### Placed cells, one color a class, run 1

Bar = 20 um.
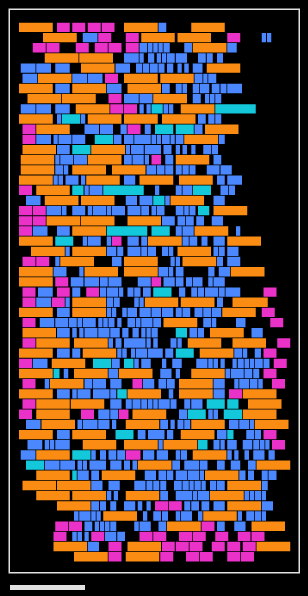
### Power grid, run 1

Pins as bars on the die edge. Tap cells in gray.
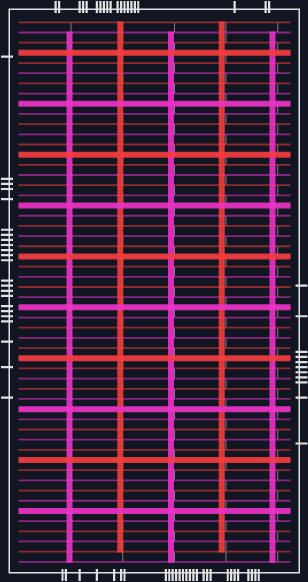
### Sequential cells colored by netlist name, run 1

Other sequential cells in the stronger gray, the rest of the logic in the fainter gray.
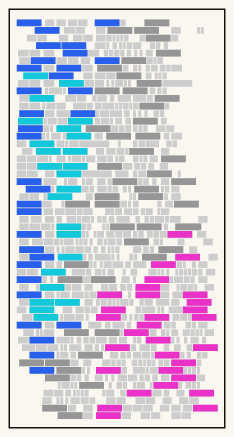
===== src/rtl/prog_loader_pkg.sv =====
// Shared definitions for the boot-image loader: FSM state encoding and word geometry.
// No logic, no latency.
// No backpressure.
package prog_loader_pkg;

  typedef enum logic [2:0] {
    ST_HDR   = 3'd0,
    ST_DATA  = 3'd1,
    ST_WRITE = 3'd2,
    ST_DONE  = 3'd3,
    ST_ERR   = 3'd4
  } state_e;

  localparam int WORD_BYTES = 4;

endpackage


===== src/rtl/prog_loader_if.sv =====
// Host byte link plus loader-owned memory write port, bundled for the loader boundary.
// No logic, no latency.
// rx_valid/rx_ready handshake on the byte side; the memory side has no backpressure.
interface prog_loader_if;
  logic        rx_valid;
  logic [7:0]  rx_data;
  logic        rx_ready;
  logic [31:0] mem_addr;
  logic [31:0] mem_wdata;
  logic        mem_write;

  // Host / memory-observer side
  modport master (
    output rx_valid, rx_data,
    input  rx_ready, mem_addr, mem_wdata, mem_write
  );

  // Loader side
  modport slave (
    input  rx_valid, rx_data,
    output rx_ready, mem_addr, mem_wdata, mem_write
  );
endinterface


===== src/rtl/prog_loader_byte_packer.sv =====
// MSB-first byte-to-word packer; stores 3 bytes, the 4th completes the word combinationally.
// full and word_nxt are valid in the same cycle as the completing push.
// No backpressure: every push is taken; clear wins over push.
module prog_loader_byte_packer
  import prog_loader_pkg::*;
(
  input  logic        clk,
  input  logic        reset,
  input  logic        clear,
  input  logic        push,
  input  logic [7:0]  byte_in,
  output logic [31:0] word_nxt,
  output logic [1:0]  idx,
  output logic        full
);

  logic [23:0] shift_q, shift_d;
  logic [1:0]  idx_q, idx_d;

  // Shift the new byte in at the LSB end and advance the byte index
  always_comb begin
    shift_d = shift_q;
    idx_d   = idx_q;
    if (clear) begin
      shift_d = '0;
      idx_d   = '0;
    end else if (push) begin
      shift_d = {shift_q[15:0], byte_in};
      idx_d   = idx_q + 2'd1;
    end
  end

  // Packer state register
  always_ff @(posedge clk or posedge reset) begin
    if (reset) begin
      shift_q <= '0;
      idx_q   <= '0;
    end else begin
      shift_q <= shift_d;
      idx_q   <= idx_d;
    end
  end

  assign word_nxt = {shift_q, byte_in};
  assign idx      = idx_q;
  assign full     = push && !clear && (idx_q == 2'(WORD_BYTES - 1));

endmodule


===== src/rtl/prog_loader.sv =====
// Boot loader: length header + big-endian words from a byte link, written to memory; holds core reset.
// Last byte of a word at t -> mem_write at t+1; last word -> done at t+2, cpu_reset low at t+3.
// rx_ready only in HDR/DATA; bytes wait while a word is being written or after DONE/ERR.
module prog_loader
  import prog_loader_pkg::*;
#(
  parameter logic [31:0] BASE_ADDR = 32'h0000_0000,
  parameter int          MAX_WORDS = 64,
  parameter int          TIMEOUT   = 1000
) (
  input  logic         clk,
  input  logic         reset,
  prog_loader_if.slave bus,
  input  logic         restart,
  output logic         cpu_reset,
  output logic         busy,
  output logic         done,
  output logic         error
);

  localparam int IW = $clog2(TIMEOUT + 1);

  state_e        state_q, state_d;
  logic [31:0]   addr_q, addr_d;
  logic [31:0]   wdata_q, wdata_d;
  logic [31:0]   remaining_q, remaining_d;
  logic [IW-1:0] idle_q, idle_d;
  logic          cpu_reset_q, cpu_reset_d;

  logic          rx_ready;
  logic          accept;
  logic          in_frame;
  logic          pk_clear;
  logic          pk_full;
  logic [1:0]    pk_idx;
  logic [31:0]   pk_word;

  assign rx_ready = !reset && (state_q == ST_HDR || state_q == ST_DATA);
  assign accept   = bus.rx_valid && rx_ready;
  assign pk_clear = (state_q == ST_DONE) || (state_q == ST_ERR);
  // A frame is "open" once any header byte has arrived; an empty HDR waits forever
  assign in_frame = (state_q == ST_HDR && pk_idx != 2'd0) || (state_q == ST_DATA);

  prog_loader_byte_packer u_packer (
    .clk      (clk),
    .reset    (reset),
    .clear    (pk_clear),
    .push     (accept),
    .byte_in  (bus.rx_data),
    .word_nxt (pk_word),
    .idx      (pk_idx),
    .full     (pk_full)
  );

  // Next-state, counters and idle watchdog
  always_comb begin
    state_d     = state_q;
    addr_d      = addr_q;
    wdata_d     = wdata_q;
    remaining_d = remaining_q;
    idle_d      = '0;

    if (in_frame && !accept) begin
      if (idle_q == IW'(TIMEOUT - 1)) begin
        state_d = ST_ERR;
      end else begin
        idle_d = idle_q + IW'(1);
      end
    end

    case (state_q)
      ST_HDR: begin
        if (pk_full) begin
          if (pk_word == 32'd0 || pk_word > 32'(MAX_WORDS)) begin
            state_d = ST_ERR;
          end else begin
            remaining_d = pk_word;
            state_d     = ST_DATA;
          end
        end
      end
      ST_DATA: begin
        if (pk_full) begin
          wdata_d = pk_word;
          state_d = ST_WRITE;
        end
      end
      ST_WRITE: begin
        addr_d      = addr_q + 32'(WORD_BYTES);
        remaining_d = remaining_q - 32'd1;
        state_d     = (remaining_q == 32'd1) ? ST_DONE : ST_DATA;
      end
      ST_DONE, ST_ERR: begin
        if (restart) begin
          state_d     = ST_HDR;
          addr_d      = BASE_ADDR;
          remaining_d = '0;
        end
      end
      default: state_d = ST_ERR;
    endcase

    // Release the core only after a full cycle in DONE; re-assert as soon as DONE is left
    cpu_reset_d = !(state_q == ST_DONE && state_d == ST_DONE);
  end

  // State and datapath registers
  always_ff @(posedge clk or posedge reset) begin
    if (reset) begin
      state_q     <= ST_HDR;
      addr_q      <= BASE_ADDR;
      wdata_q     <= '0;
      remaining_q <= '0;
      idle_q      <= '0;
      cpu_reset_q <= 1'b1;
    end else begin
      state_q     <= state_d;
      addr_q      <= addr_d;
      wdata_q     <= wdata_d;
      remaining_q <= remaining_d;
      idle_q      <= idle_d;
      cpu_reset_q <= cpu_reset_d;
    end
  end

  assign bus.rx_ready  = rx_ready;
  assign bus.mem_write = (state_q == ST_WRITE);
  assign bus.mem_addr  = addr_q;
  assign bus.mem_wdata = wdata_q;
  assign cpu_reset     = cpu_reset_q;
  assign busy          = in_frame || (state_q == ST_WRITE);
  assign done          = (state_q == ST_DONE);
  assign error         = (state_q == ST_ERR);

endmodule


===== src/flat_wrapper.sv =====
// flat-port wrapper written by rule: the top's interface ports become plain ports
module prog_loader_flat import prog_loader_pkg::*;
#(
  parameter logic [31:0] BASE_ADDR = 32'h0000_0000,
  parameter int          MAX_WORDS = 64,
  parameter int          TIMEOUT   = 1000
)
  (clk, reset, restart, cpu_reset, busy, done, error, bus_rx_valid, bus_rx_data, bus_rx_ready, bus_mem_addr, bus_mem_wdata, bus_mem_write);
  prog_loader_if bus_i ();
  input  logic clk;
  input  logic reset;
  input  logic restart;
  output logic cpu_reset;
  output logic busy;
  output logic done;
  output logic error;
  input wire logic [$bits(bus_i.rx_valid)-1:0] bus_rx_valid;
  input wire logic [$bits(bus_i.rx_data)-1:0] bus_rx_data;
  output wire logic [$bits(bus_i.rx_ready)-1:0] bus_rx_ready;
  output wire logic [$bits(bus_i.mem_addr)-1:0] bus_mem_addr;
  output wire logic [$bits(bus_i.mem_wdata)-1:0] bus_mem_wdata;
  output wire logic [$bits(bus_i.mem_write)-1:0] bus_mem_write;
  assign bus_i.rx_valid = bus_rx_valid;
  assign bus_i.rx_data = bus_rx_data;
  assign bus_rx_ready = bus_i.rx_ready;
  assign bus_mem_addr = bus_i.mem_addr;
  assign bus_mem_wdata = bus_i.mem_wdata;
  assign bus_mem_write = bus_i.mem_write;
  prog_loader #(.BASE_ADDR(BASE_ADDR), .MAX_WORDS(MAX_WORDS), .TIMEOUT(TIMEOUT)) u_core (.clk(clk), .reset(reset), .bus(bus_i), .restart(restart), .cpu_reset(cpu_reset), .busy(busy), .done(done), .error(error));
endmodule

===== config.mk =====
export PLATFORM = sky130hd
export DESIGN_NAME = prog_loader_flat
export DESIGN_NICKNAME = d
export VERILOG_FILES = /design/src/rtl/prog_loader_pkg.sv /design/src/rtl/prog_loader_if.sv /design/src/rtl/prog_loader_byte_packer.sv /design/src/rtl/prog_loader.sv /design/src/flat_wrapper.sv
export SDC_FILE = /design/constraint.sdc
export NUM_CORES = 1
export LEC_CHECK = 0
export CORE_ASPECT_RATIO = 2
export CORE_MARGIN = 2
export CORE_UTILIZATION = 62
export CTS_BUF_LIST = sky130_fd_sc_hd__clkbuf_8
export CTS_CLUSTER_SIZE = 8
export DETAILED_ROUTE_END_ITERATION = 10
export PLACE_DENSITY = 0.88
export SLEW_MARGIN = 20
export SYNTH_ARGS = -nofsm -noshare
export SYNTH_HDL_FRONTEND = slang
export SYNTH_HIERARCHICAL = 1
export SYNTH_SLANG_ARGS = --single-unit

===== constraint.sdc =====
create_clock -name clk -period 8.6 [get_ports clk]
set_input_delay 0.86 -clock clk [delete_from_list [all_inputs] [get_ports clk]]
set_output_delay 0.86 -clock clk [all_outputs]
set_load 0.02 [all_outputs]

==> run notes, run 1 <==
flow finished, numbers: status=finished clean, Hold Buf Count CTS=0, DR top layer=met4, TAP cells=around 140, GRT busiest layer=met2, Power per Cell Area=between 200 and 300 mW/mm2, Reg2Reg Launch Point=u_core/state_q[2], met2 routed WL=between 9 and 10 mm, synthesized area=roughly 0.0066 mm2, fin worst setup slack=between 4 and 5 ns, Finish-stage setup viols=0, Top logic family=simple AND/OR/NAND/NOR gates, Post-synth EDFFs=0, CP peak stage delay=0.83 ns, combinational power=roughly 750 uW, io pins=between 80 and 90, hold wc startpoint=u_core/remaining_q[11], DR WL met3=between 700 and 800 um, grt total ovfl=0, FF-to-FF setup slack=4.54 ns, # resized after CTS=0, met3 Resource Use GR=0.0606, Chip Area=~0.012 mm2, GR Util met1=0.309, hold depth=1, Compound-Gate Fraction of Synth Area=0.106, vias in the first global route=roughly 5,600, Syn-to-layout area delta=18.1%, number of I/O port buffers=79, number of remaining DRC errors=0, n_diodes=0, Cell Type Count=62, comb_multi_in=459, fp util=0.632, clkbuf count=17, Signal buf overhead=0.107, top cell category=registers, pre-CTS WS=3.99 ns, Seq cells=134, CP max-delay cell=a221o_1, Clock Pin Slew Worst Setup and Hold Paths=0.08 ns, worst hold path type=flop to flop, Commonest flop=dfrtp_1, CTS sink count=~130, Logic area=0.00298 mm2, ys cells=~650, ClkCell Share=0.0528, Synth Area in Simple Gates=0.197, switching share of total power=0.382, Post-DP Area=approximately 0.0074 mm2, cell family with most CP delay=AND-OR/OR-AND gates, root buffer cell=clkbuf_8, Setup crit end kind=flop, overall power=2.29 mW, clk ins delay skew pair=about 0.44 ns, Antenna Nets Post-Route=0, CP endpoint=u_core/remaining_q[13], most frequent cells in the layout=dfrtp_1, nor2_1, clkdlybuf4s50_1, nand2_1, mux2_2, most common cell in the netlist=dfrtp_1, Slew Viols, Final=0, Area leader share=0.502, post-synthesis async set-or-reset flop share=1.00, Min-Delay Endpoint=u_core/remaining_q[11], Setup Crit Path Kind=primary input to flop, hold slack=about 0.5 ns, Buffers & Inverters on Critical Path=2, router iterations before antenna repair=7, grt met2 use=0.551, biggest area cells=dfrtp_1, mux2_2, nor2_1, pin count of the biggest net entering global routing=~83, Clock power frac=0.237, Avg Inst Size Synth=between 10 and 15 um2, Levels on crit path=11, share of layout cells above drive strength 1=0.116, most frequent logic cell in the layout=dfrtp_1, post-CTS setup repair buffer count=0, Adders+Majority by Area=0.00944, Final period util=0.499, most instantiated cells after synthesis=dfrtp_1, nor2_1, nand2_1, worst rel slew slack=0.342, YS warnings=6, logic share of the area=0.381, first-pass GRT wire length=26.8 mm, crit start category=primary input, leading area contributor after synthesis=dfrtp_1, worst setup path start=reset, Crit Path Max Fanout=27, min Tclk post-route=around 4.3 ns, Post-Layout Cell Count=between 800 and 900, Inverters=17, Placed Instances=832, largest power group=sequential cells, Clock group=542 uW, RSZ-0062 raised after global routing=false, synthesized netlist cell count=about 650, Flop pwr share=0.435, critical path, cell by cell=clkdlybuf4s50_1 > nor3_1 > and2_1 > buf_4 > nand2_1 > nor2_1 > nor4b_1 > nand3_1 > a211oi_1 > a221o_1 > a31oi_1, Leak=roughly 3.4 nW, Setup Skew=around 0.012 ns, DPL Wire Length=11.3 mm, setup_tns=0 ns, CTS tree=yes, DR vias/cell=approximately 6.3, Max-cap violations=0, number of synthesized register bits=between 100 and 150, Worst EP arrival=~4.6 ns, Max clock buf depth=2, Non-Clock Buffer Count=85
About 'Placed cells, one color a class':
remaining buffers and delay cells -> magenta  # cells 85, share of their area 11%
remaining logic cells -> blue  # cells 476, share of their area 40%
sequential cells -> orange  # cells 134, share of their area 44%
clock drivers and dummy loads -> cyan  # cells 32, share of their area 5.4%
std cell rows: 53
core area: 0.0105 mm2
sequential share of cell area: 0.429
Finished Core Util: 0.746

About 'Power grid':
VDD -> red
VSS -> magenta
signal pins = 82
met5 straps = 10
met1 rails = 54
met4 straps = 5
Die W: 77.1 um
VDD IR max: 0.211 mV
die height: 150 um

About 'Sequential cells colored by netlist name':
`u_core/u_packer/shift_q` -> cyan  # placed flops 24
`u_core/bus.mem_wdata` -> blue  # placed flops 32, where a column on the left
`u_core/bus.mem_addr` -> magenta  # placed flops 30
not colored = 48
register area: 0.00335 mm2
Flop+latch power: 996 uW

==> run 2, diff against run 1 <==
--- a/config.mk
+++ b/config.mk
@@ -7,11 +7,11 @@
 export LEC_CHECK = 0
 export CORE_ASPECT_RATIO = 2
 export CORE_MARGIN = 2
-export CORE_UTILIZATION = 62
+export CORE_UTILIZATION = 52
 export CTS_BUF_LIST = sky130_fd_sc_hd__clkbuf_8
 export CTS_CLUSTER_SIZE = 8
 export DETAILED_ROUTE_END_ITERATION = 10
-export PLACE_DENSITY = 0.88
+export PLACE_DENSITY = 0.78
 export SLEW_MARGIN = 20
 export SYNTH_ARGS = -nofsm -noshare
 export SYNTH_HDL_FRONTEND = slang
==> constraint.sdc (replaced) <==
create_clock -name clk -period 3.64 [get_ports clk]
set_input_delay 0.364 -clock clk [delete_from_list [all_inputs] [get_ports clk]]
set_output_delay 0.364 -clock clk [all_outputs]
set_load 0.02 [all_outputs]
### Sequential cells colored by netlist name, run 2

Other sequential cells in the stronger gray, the rest of the logic in the fainter gray.
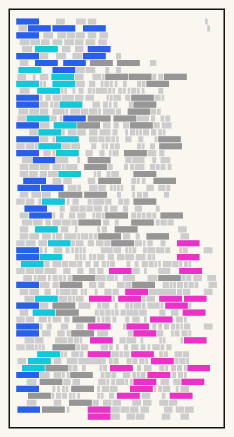
sequential share of cell area: 0.425
Finished Core Util: 0.633
Flop+latch power: 2.32 mW

### Power grid, run 2

Pins as bars on the die edge. Tap cells in gray.
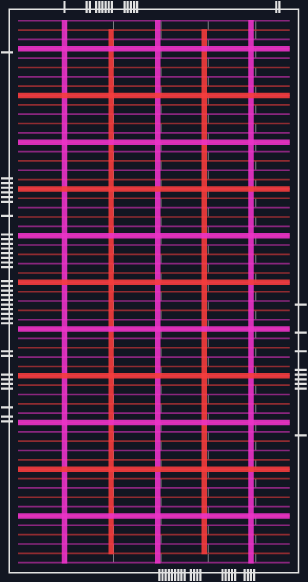
VSS -> magenta
VDD -> red
tap cells = 150
signal pins = 82
met1 rails = 59
met4 straps = 5
VDD IR max: 0.549 mV
die height: 164 um
Die W: 83.8 um
core area: 0.0125 mm2

==> run 2 against run 1 <==
Compared with the run above: hold slack worse by 0.0037 ns; flip-flop count stayed put; clock power up 130%; via count up 0.18%; synthesized area is the same; clock skew hardly changed.
==> run notes, run 2 <==
flow finished, numbers: Reg2Reg Launch Point=u_core/state_q[1], GRT busiest layer=met2, Inverters=17, Post-synth EDFFs=0, hold depth=1, most frequent logic cell in the layout=dfrtp_1, CP peak stage delay=~0.58 ns, Clock Pin Slew Worst Setup and Hold Paths=around 0.08 ns, hold wc startpoint=u_core/idle_q[0], min Tclk post-route=3.02 ns, Cell Type Count=around 62, CP max-delay cell=dfrtp_1, Post-Layout Cell Count=slightly below 900, fin worst setup slack=0.623 ns, worst rel slew slack=0.308, ClkCell Share=0.0512, number of synthesized register bits=~130, worst setup path start=u_core/state_q[1], TAP cells=~150, clkbuf count=17, combinational share of power=0.336, synthesis area per yosys=0.00662 mm2, top cell category=registers, Seq cells=roughly 130, Compound-Gate Fraction of Synth Area=0.106, via count=about 5,500, # resized after CTS=0, synthesized area=around 0.0066 mm2, H-tree levels=4, Crit Path Max Fanout=18, fmax=0.331 GHz, Log Warnings=27, ys cells=652, Power per Cell Area=between 600 and 700 mW/mm2, Non-Clock Buffer Count=97, switching share of total power=0.386, Clock group=1.26 mW, DRT iter0 DRCs=441, Worst EP arrival=around 3.3 ns, CP endpoint=u_core/remaining_q[26], io pins=about 82, status=finished clean, FF-to-FF setup slack=0.62 ns, Avg Inst Size Synth=between 10 and 15 um2, fp util=0.531, Psw=between 2 and 2.5 mW, crit start category=flop, hold slack=0.496 ns, Placed Instances=857, Synth Area in Simple Gates=0.197, Post-DP Area=between 0.007 and 0.008 mm2, wl on met1=5.81 mm, routability cong.=0.824, Flop pwr share=0.430, grt total ovfl=0, crit path DRT=around 4.0 ns, Chip Area=roughly 0.014 mm2, pre-CTS WS=roughly 0.47 ns, initial antenna violation count=0, area fraction in mux cells=0.0967, Finish-stage setup viols=0, post-synthesis async set-or-reset flop share=1.00, Commonest flop=dfrtp_1, Fillers=988, leading area contributor after synthesis=dfrtp_1, Max-cap violations=0, pin count of the biggest net entering global routing=about 66, Slew Viols, Final=0, CTS sink count=about 130, Hold Buf Count CTS=0, nets=roughly 740, Area leader share=0.502, comb_multi_in=459, largest power group=sequential cells, DRT Wirelength=about 16 mm, Max clock buf depth=2, root buffer cell=clkbuf_8, Setup Skew=0.0125 ns, xor+xnor area frac=0.0357, DR WL met3=724 um, Setup Crit Path Kind=flop to flop, total CTS buffers=17, n_diodes=0, Synth Seq Share=0.506, share of layout cells above drive strength 1=0.129, most common cell in the netlist=dfrtp_1, logic share of the area=0.375, CTS tree=yes, YS warnings=6, final hold viol count=0, Clock power frac=0.234, Adders+Majority by Area=0.00944, vias in the first global route=~5,700, worst hold path type=flop to flop, Buffers & Inverters on Critical Path=2, DR vias/cell=6.16, DPL Wire Length=approximately 12 mm, DR top layer=met4, R2R depth=11, Antenna Nets Post-Route=0, Signal buf overhead=0.117, number of I/O port buffers=around 80, register area=about 0.0034 mm2, biggest area cells=dfrtp_1, mux2_2, nor2_1, Top logic family=simple AND/OR/NAND/NOR gates, met2 routed WL=about 9.1 mm, post-CTS setup repair buffer count=0, Slew @ Worst Pin=around 1.0 ns, setup_tns=0 ns, Leak=approximately 3.4 nW, first-pass GRT wire length=27.0 mm, critical path, cell by cell=nor3_1 > and2_1 > nand2_1 > nor2_1 > nor4b_1 > nand3_1 > a211oi_1 > buf_4 > a221oi_1 > buf_2 > a221o_1, Wirelength per Cell=18.3 um, Levels on crit path=11, combinational power=between 1.5 and 2 mW, overall power=5.38 mW, Syn-to-layout area delta=19.3%, most frequent cells in the layout=dfrtp_1, nor2_1, clkdlybuf4s50_1, nand2_1, mux2_2, RSZ-0062 raised after global routing=false, Min-Delay Endpoint=u_core/idle_q[0], number of remaining DRC errors=0, grt met2 use=0.464, Final period util=0.829, cell family with most CP delay=simple AND/OR/NAND/NOR gates, All-Layer GR Usage=0.245, RR Endpoint=u_core/remaining_q[26], Power Internal=3.31 mW, clk ins delay skew pair=between 0.4 and 0.5 ns, synthesized netlist cell count=around 650, Logic area=0.00296 mm2, Setup crit end kind=flop, router iterations before antenna repair=7, GR Util met1=0.250, met3 Resource Use GR=0.0490, most instantiated cells after synthesis=dfrtp_1, nor2_1, nand2_1
### Placed cells, one color a class, run 2

Bar = 20 um.
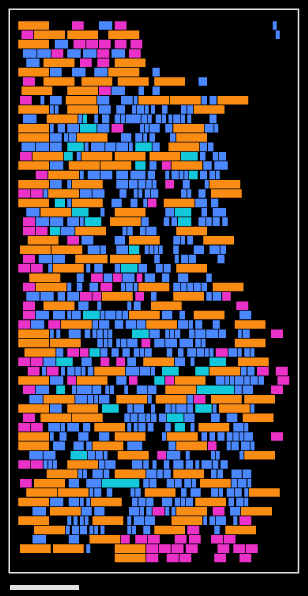
remaining logic cells -> blue  # cells 476, share of their area 39%
sequential cells -> orange  # cells 134, share of their area 43%
clock drivers and dummy loads -> cyan  # cells 32, share of their area 5.2%
remaining buffers and delay cells -> magenta  # cells 97, share of their area 12%
std cell rows: 58
Finished Cell Area: 0.00790 mm2

==> run 3, diff against run 2 <==
--- a/config.mk
+++ b/config.mk
@@ -7,11 +7,11 @@
 export LEC_CHECK = 0
 export CORE_ASPECT_RATIO = 2
 export CORE_MARGIN = 2
-export CORE_UTILIZATION = 52
+export CORE_UTILIZATION = 58
 export CTS_BUF_LIST = sky130_fd_sc_hd__clkbuf_8
 export CTS_CLUSTER_SIZE = 8
 export DETAILED_ROUTE_END_ITERATION = 10
-export PLACE_DENSITY = 0.78
+export PLACE_DENSITY = 0.83
 export SLEW_MARGIN = 20
 export SYNTH_ARGS = -nofsm -noshare
 export SYNTH_HDL_FRONTEND = slang
==> constraint.sdc (replaced) <==
create_clock -name clk -period 2.9 [get_ports clk]
set_input_delay 0.29 -clock clk [delete_from_list [all_inputs] [get_ports clk]]
set_output_delay 0.29 -clock clk [all_outputs]
set_load 0.02 [all_outputs]
### Clock distribution, run 3

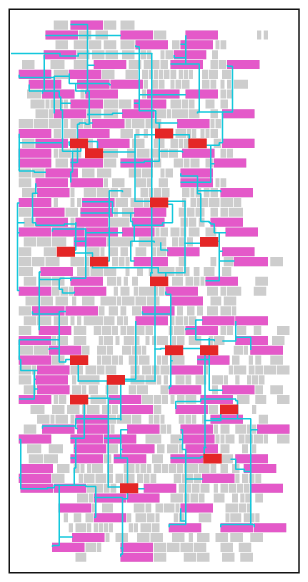
flip-flops -> magenta  # count 134
clock wires -> cyan  # length 1,620 um
clock-net drivers -> red  # count 17
routed clock nets = 18
Setup Skew: 0.0211 ns
Clock group: 1.46 mW

### Power grid, run 3

Pins as bars on the die edge. Tap cells in gray.
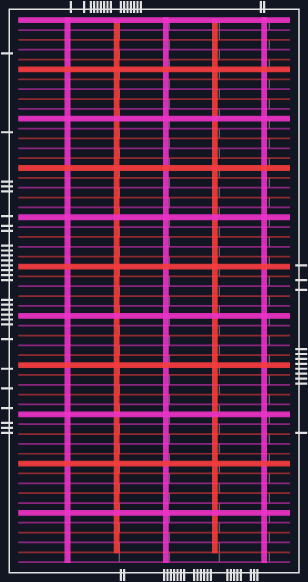
die height: 155 um
core area: 0.0112 mm2
VDD IR max: 0.629 mV
Die W: 79.6 um

### Sequential cells colored by netlist name, run 3

Other sequential cells in the stronger gray, the rest of the logic in the fainter gray.
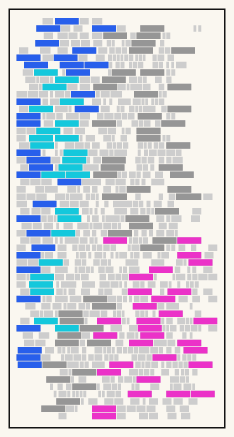
`u_core/bus.mem_wdata` -> blue  # placed flops 32
`u_core/u_packer/shift_q` -> cyan  # placed flops 24
`u_core/bus.mem_addr` -> magenta  # placed flops 30
not colored = 48
Flop+latch power: 2.93 mW
sequential share of cell area: 0.423
register area: 0.00336 mm2
Finished Core Util: 0.708

==> run 3 against run 2 <==
Compared with the run above: synthesized cell count unchanged; synthesized area unchanged; cell count down 0.56%; first-iteration DRC count up 10%; setup slack got worse by 0.46 ns; hold slack got worse by 0.037 ns; critical path type is now flop to output pin.
==> run notes, run 3 <==
flow finished, numbers: status=finished clean, pin count of the biggest net entering global routing=about 69, crit path DRT=about 2.6 ns, Leak=3.42 nW, Crit Path Max Fanout=26, CTS tree=yes, nets=around 750, Worst EP arrival=around 2.5 ns, cell family with most CP delay=buffers and inverters, met2 routed WL=approximately 9 mm, grt met2 use=0.490, worst setup path start=u_core/state_q[0], Wirelength per Cell=18.4 um, Power per Cell Area=around 840 mW/mm2, xor+xnor area frac=0.0357, Reg2Reg Launch Point=u_core/remaining_q[17], most common cell in the netlist=dfrtp_1, YS warnings=6, Setup crit end kind=output pin, post-synthesis async set-or-reset flop share=1.00, total CTS buffers=17, post-CTS setup repair buffer count=0, ys cells=around 650, DR WL met3=about 670 um, Log Warnings=28, Adders+Majority by Area=0.00944, min Tclk post-route=between 2 and 3 ns, most instantiated cells after synthesis=dfrtp_1, nor2_1, nand2_1, number of remaining DRC errors=0, biggest area cells=dfrtp_1, mux2_2, nor2_1, Synth Seq Share=0.506, Hold Buf Count CTS=0, GR Util met1=0.312, pre-CTS WS=between 0.08 and 0.09 ns, synthesized area=0.00662 mm2, n_diodes=0, clkbuf count=17, Compound-Gate Fraction of Synth Area=0.106, Area leader share=0.502, router iterations before antenna repair=5, number of I/O port buffers=~79, Avg Inst Size Synth=between 10 and 15 um2, most frequent logic cell in the layout=dfrtp_1, DRT Wirelength=16.3 mm, Top logic family=simple AND/OR/NAND/NOR gates, Levels on crit path=4, RSZ-0062 raised after global routing=false, critical path, cell by cell=or3b_1 > buf_4 > inv_2 > clkdlybuf4s50_1, combinational power=between 2 and 2.5 mW, R2R depth=5, root buffer cell=clkbuf_8, Seq cells=approximately 130, Slew Viols, Final=0, CTS sink count=around 130, worst rel slew slack=0.295, final hold viol count=0, Post-DP Area=around 0.0076 mm2, DRT iter0 DRCs=486, Chip Area=about 0.012 mm2, std cell rows=between 50 and 60, DPL Wire Length=about 11 mm, first-pass GRT wire length=~27 mm, grt total ovfl=0, most frequent cells in the layout=dfrtp_1, nor2_1, clkdlybuf4s50_1, nand2_1, mux2_2, CP peak stage delay=between 0.6 and 0.7 ns, fp util=0.591, synthesized netlist cell count=652, Slew @ Worst Pin=1.03 ns, number of synthesized register bits=134, switching share of total power=0.400, logic share of the area=0.378, Psw=2.67 mW, Placed Instances=852, Fillers=approximately 770, crit start category=flop, Signal buf overhead=0.123, Non-Clock Buffer Count=roughly 100, wl on met1=6.05 mm, Cell Type Count=around 62, worst hold path type=primary input to async pin, Syn-to-layout area delta=19.9%, Finished Cell Area=slightly below 0.008 mm2, Synth Area in Simple Gates=0.197, Flop pwr share=0.438, Commonest flop=dfrtp_1, GRT busiest layer=met2, Clock power frac=0.218, Post-synth EDFFs=0, Max clock buf depth=2, vias in the first global route=around 5,600, largest power group=sequential cells, routability cong.=around 0.9, initial antenna violation count=0, top cell category=registers, io pins=about 82, Buffers & Inverters on Critical Path=3, Post-Layout Cell Count=about 880, ClkCell Share=0.0463, Power Internal=between 4 and 5 mW, Finish-stage setup viols=0, hold slack=around 0.46 ns, DR top layer=met4, fmax=roughly 0.36 GHz, comb_multi_in=459, CP max-delay cell=clkdlybuf4s50_1, fin worst setup slack=roughly 0.16 ns
No activity file was given, so power comes from the tool's default toggle rates.
